Fig. 1: port wiring
Bar = 20 µm.
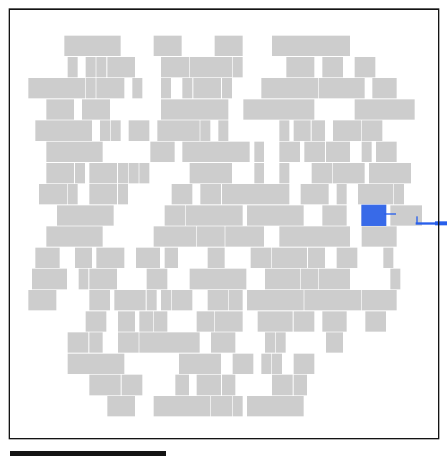
Fig. 2: metal 1
Bar = 20 µm. Supply wires on this layer in grey. Cells faint in the background.
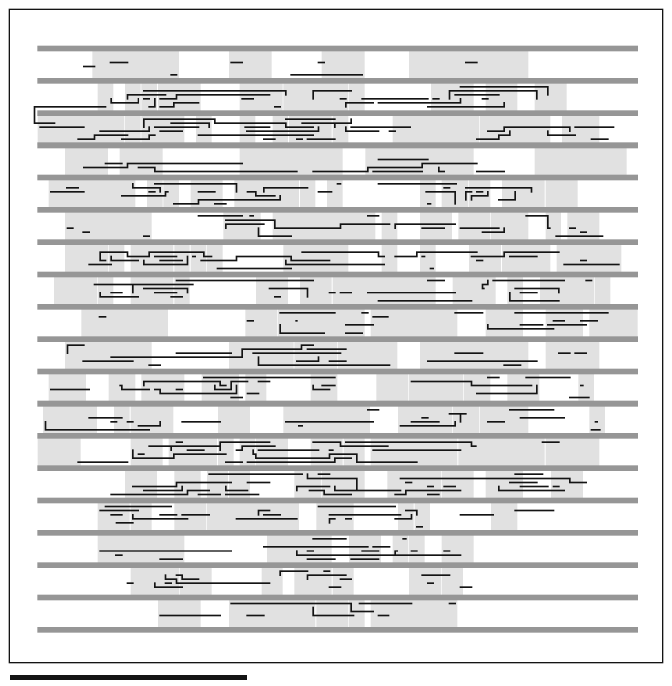
--- src/rtl/temporal_encoder.sv ---
// -----------------------------------------------------------------------------
// temporal_encoder
//   Converts a spike-time token into edge-coded and pulse-coded spikes inside a
//   fixed-length gamma cycle. One token is active (being emitted) while at most
//   one further token waits in a single-entry buffer, so consecutive gammas run
//   back to back without an idle cycle.
//
// Parameters
//   GAMMA_CYCLE_WIDTH : clock cycles per gamma cycle (>= 4)
//   PULSE_WIDTH       : pulse_out length in cycles (>= 1)
//   VAL_WIDTH         : in_value width (>= clog2(GAMMA_CYCLE_WIDTH))
//
// Ports
//   clk       in   clock, all state changes on the rising edge
//   rst       in   synchronous active-high reset
//   in_valid  in   token offered
//   in_ready  out  token accepted this cycle (buffer empty and not in reset)
//   in_value  in   spike time v; edge appears at gamma count v+1
//   in_null   in   no-spike token
//   gamma_rst out  high in IDLE and at count 0 of every gamma
//   edge_out  out  high from count v+1 to gamma end
//   pulse_out out  high for PULSE_WIDTH cycles from count v+1, cut at gamma end
//   busy      out  a gamma cycle is running
// -----------------------------------------------------------------------------
module temporal_encoder #(
  parameter int GAMMA_CYCLE_WIDTH = 16,
  parameter int PULSE_WIDTH       = 8,
  parameter int VAL_WIDTH         = 5
) (
  input  logic                 clk,
  input  logic                 rst,
  input  logic                 in_valid,
  output logic                 in_ready,
  input  logic [VAL_WIDTH-1:0] in_value,
  input  logic                 in_null,
  output logic                 gamma_rst,
  output logic                 edge_out,
  output logic                 pulse_out,
  output logic                 busy
);

  localparam int CNT_W = (GAMMA_CYCLE_WIDTH > 1) ? $clog2(GAMMA_CYCLE_WIDTH) : 1;
  // Wide enough that v + 1 + PULSE_WIDTH can never wrap.
  localparam int CMP_W = VAL_WIDTH + $clog2(PULSE_WIDTH + 1) + 1;
  localparam logic [CNT_W-1:0]     CNT_LAST   = CNT_W'(GAMMA_CYCLE_WIDTH - 1);
  localparam logic [VAL_WIDTH-1:0] V_NULL_MIN = VAL_WIDTH'(GAMMA_CYCLE_WIDTH - 1);

  typedef enum logic {
    S_IDLE = 1'b0,
    S_RUN  = 1'b1
  } state_t;

  state_t               state_q, state_d;
  logic [CNT_W-1:0]     cnt_q, cnt_d;
  logic                 act_null_q, act_null_d;
  logic [VAL_WIDTH-1:0] act_val_q, act_val_d;
  logic                 buf_full_q, buf_full_d;
  logic                 buf_null_q, buf_null_d;
  logic [VAL_WIDTH-1:0] buf_val_q, buf_val_d;

  logic                 accept_s;
  logic                 tok_null_s;
  logic                 run_s;
  logic                 live_s;
  logic [CMP_W-1:0]     cnt_ext_s;
  logic [CMP_W-1:0]     spike_s;
  logic [CMP_W-1:0]     pulse_end_s;

  // Ready depends only on reset and buffer occupancy, never on in_valid.
  assign in_ready   = ~rst & ~buf_full_q;
  assign accept_s   = in_valid & in_ready;
  // Values that could never produce an edge inside the gamma behave as null.
  assign tok_null_s = in_null | (in_value >= V_NULL_MIN);

  // Next-state logic for the gamma FSM, counter, active and buffer registers.
  always_comb begin
    state_d    = state_q;
    cnt_d      = cnt_q;
    act_null_d = act_null_q;
    act_val_d  = act_val_q;
    buf_full_d = buf_full_q;
    buf_null_d = buf_null_q;
    buf_val_d  = buf_val_q;
    case (state_q)
      S_IDLE: begin
        cnt_d = '0;
        if (accept_s) begin
          act_null_d = tok_null_s;
          act_val_d  = in_value;
          state_d    = S_RUN;
        end else begin
          state_d    = S_IDLE;
        end
      end
      S_RUN: begin
        if (cnt_q == CNT_LAST) begin
          cnt_d = '0;
          // Gamma end: hand over buffered token, a token arriving now, or stop.
          if (buf_full_q) begin
            act_null_d = buf_null_q;
            act_val_d  = buf_val_q;
            buf_full_d = 1'b0;
            state_d    = S_RUN;
          end else if (accept_s) begin
            act_null_d = tok_null_s;
            act_val_d  = in_value;
            state_d    = S_RUN;
          end else begin
            state_d    = S_IDLE;
          end
        end else begin
          cnt_d = cnt_q + CNT_W'(1);
          if (accept_s) begin
            buf_full_d = 1'b1;
            buf_null_d = tok_null_s;
            buf_val_d  = in_value;
          end else begin
            buf_full_d = buf_full_q;
          end
        end
      end
      default: begin
        state_d = S_IDLE;
        cnt_d   = '0;
      end
    endcase
  end

  // State registers with synchronous reset that drops both tokens.
  always_ff @(posedge clk) begin
    if (rst) begin
      state_q    <= S_IDLE;
      cnt_q      <= '0;
      act_null_q <= 1'b1;
      act_val_q  <= '0;
      buf_full_q <= 1'b0;
      buf_null_q <= 1'b1;
      buf_val_q  <= '0;
    end else begin
      state_q    <= state_d;
      cnt_q      <= cnt_d;
      act_null_q <= act_null_d;
      act_val_q  <= act_val_d;
      buf_full_q <= buf_full_d;
      buf_null_q <= buf_null_d;
      buf_val_q  <= buf_val_d;
    end
  end

  // Output decode uses registered state only; the pulse is cut at gamma end
  // naturally because the counter never exceeds GAMMA_CYCLE_WIDTH-1.
  assign run_s       = (state_q == S_RUN);
  assign live_s      = run_s & ~act_null_q;
  assign cnt_ext_s   = CMP_W'(cnt_q);
  assign spike_s     = CMP_W'(act_val_q) + CMP_W'(1);
  assign pulse_end_s = spike_s + CMP_W'(PULSE_WIDTH);

  assign busy      = run_s;
  assign gamma_rst = ~run_s | (cnt_q == '0);
  assign edge_out  = live_s & (cnt_ext_s >= spike_s);
  assign pulse_out = live_s & (cnt_ext_s >= spike_s) & (cnt_ext_s < pulse_end_s);

endmodule

--- config.mk ---
export PLATFORM = sky130hd
export DESIGN_NAME = temporal_encoder
export DESIGN_NICKNAME = d
export VERILOG_FILES = /design/src/rtl/temporal_encoder.sv
export SDC_FILE = /design/constraint.sdc
export NUM_CORES = 1
export LEC_CHECK = 0
export CAP_MARGIN = 20
export CORE_MARGIN = 2
export CORE_UTILIZATION = 40
export CTS_BUF_LIST = sky130_fd_sc_hd__clkbuf_4 sky130_fd_sc_hd__clkbuf_8 sky130_fd_sc_hd__clkbuf_16
export CTS_CLUSTER_DIAMETER = 60
export DETAILED_ROUTE_END_ITERATION = 8
export GPL_ROUTABILITY_DRIVEN = 0
export SLEW_MARGIN = 0
export SYNTH_ARGS = -nofsm -noshare
export SYNTH_HDL_FRONTEND = slang
export SYNTH_SLANG_ARGS = --single-unit
--- constraint.sdc ---
create_clock -name clk -period 1.75 [get_ports clk]
set_input_delay 0.2625 -clock clk [delete_from_list [all_inputs] [get_ports clk]]
set_output_delay 0.2625 -clock clk [all_outputs]
set_load 0.02 [all_outputs]
==> flow_summary_export.csv <==
group,metric,value,unit
outcome,status,"finished, violations left",
outcome,violations,"setup timing",
logic_synthesis,synth-compound-area-share,14.96,%
route,first_iter_violations,10,
setup_path,criticalPathCategory,"flop to output port",
die,core,2477,µm²
logic_synthesis,synth_cells,120,
logic_synthesis,synth-adder-area-share,10.86,%
route,wl_met1,1075,µm
finish,clk_share,2.381,%
finish,area_growth_syn_to_layout,46.92,%
sta,setup_ws,-0.4783,ns
power,p_int,0.6724,mW
finish,logic_gates,86,
finish,num-nonclk-buffers,34,
power,pg_comb,0.227,mW
finish,regArea,371.6,µm²
finish,buffer_area_share,19.05,%
logic_synthesis,flop_cell,"dfxtp_1",
setup_path,worstSetupEndpoint,"pulse_out",
hold_path,hold_path_depth,2,
route,wirelength,2383,µm
power,p_leak,0.6807,nW
clock_network,cts_tree,"yes",
finish,inv_count,12,
die,dieArea,3016,µm²
logic_synthesis,ys_area,1037,µm²
sta,setup_violations,2,
logic_synthesis,synthTopLogicFamily,"simple AND/OR/NAND/NOR gates",
Back to the opening pictures, Fig. 1:
legend:
  blue:
    port: edge_out
    bits: 1
    direction: output
    edge: right
    end_cells: 1
    buffers: 1
    wire: 4.80 µm
# IOs: 14
IO buf count: 13

Back to the opening pictures, Fig. 2:
main direction: horizontal
nets with wire on the layer: 153

## logic make-up (layout without fill, tap and decap cells)
| family | count (synthesis) | count (layout) |
|---|---|---|
| adder cells (fa/ha/maj) | 9 | 9 |
| buffers and inverters | 16 | 50 |
| flip-flops | 18 | 18 |
| XOR/XNOR | 6 | 6 |
| multiplexers | 6 | 6 |
| AND/OR/NAND/NOR | 46 | 46 |
| AND-OR/OR-AND | 19 | 19 |
## registers in the layout, summed over array words and instances (netlist names)
| register | flops |
|---|---|
| act_null_q | 1 |
| buf_null_q | 1 |
| buf_val_q | 5 |
| act_val_q | 5 |
| buf_full_q | 1 |
| busy | 1 |
| cnt_q | 4 |
## repair_timing
action / in CTS / in global routing
setup buffers: 2 / 1
setup endpoints to repair: 14 / 9
gates resized: 24 / 19
pin swaps: 7 / 10
Power figures rest on the tool's default switching activity, not on a simulated workload.
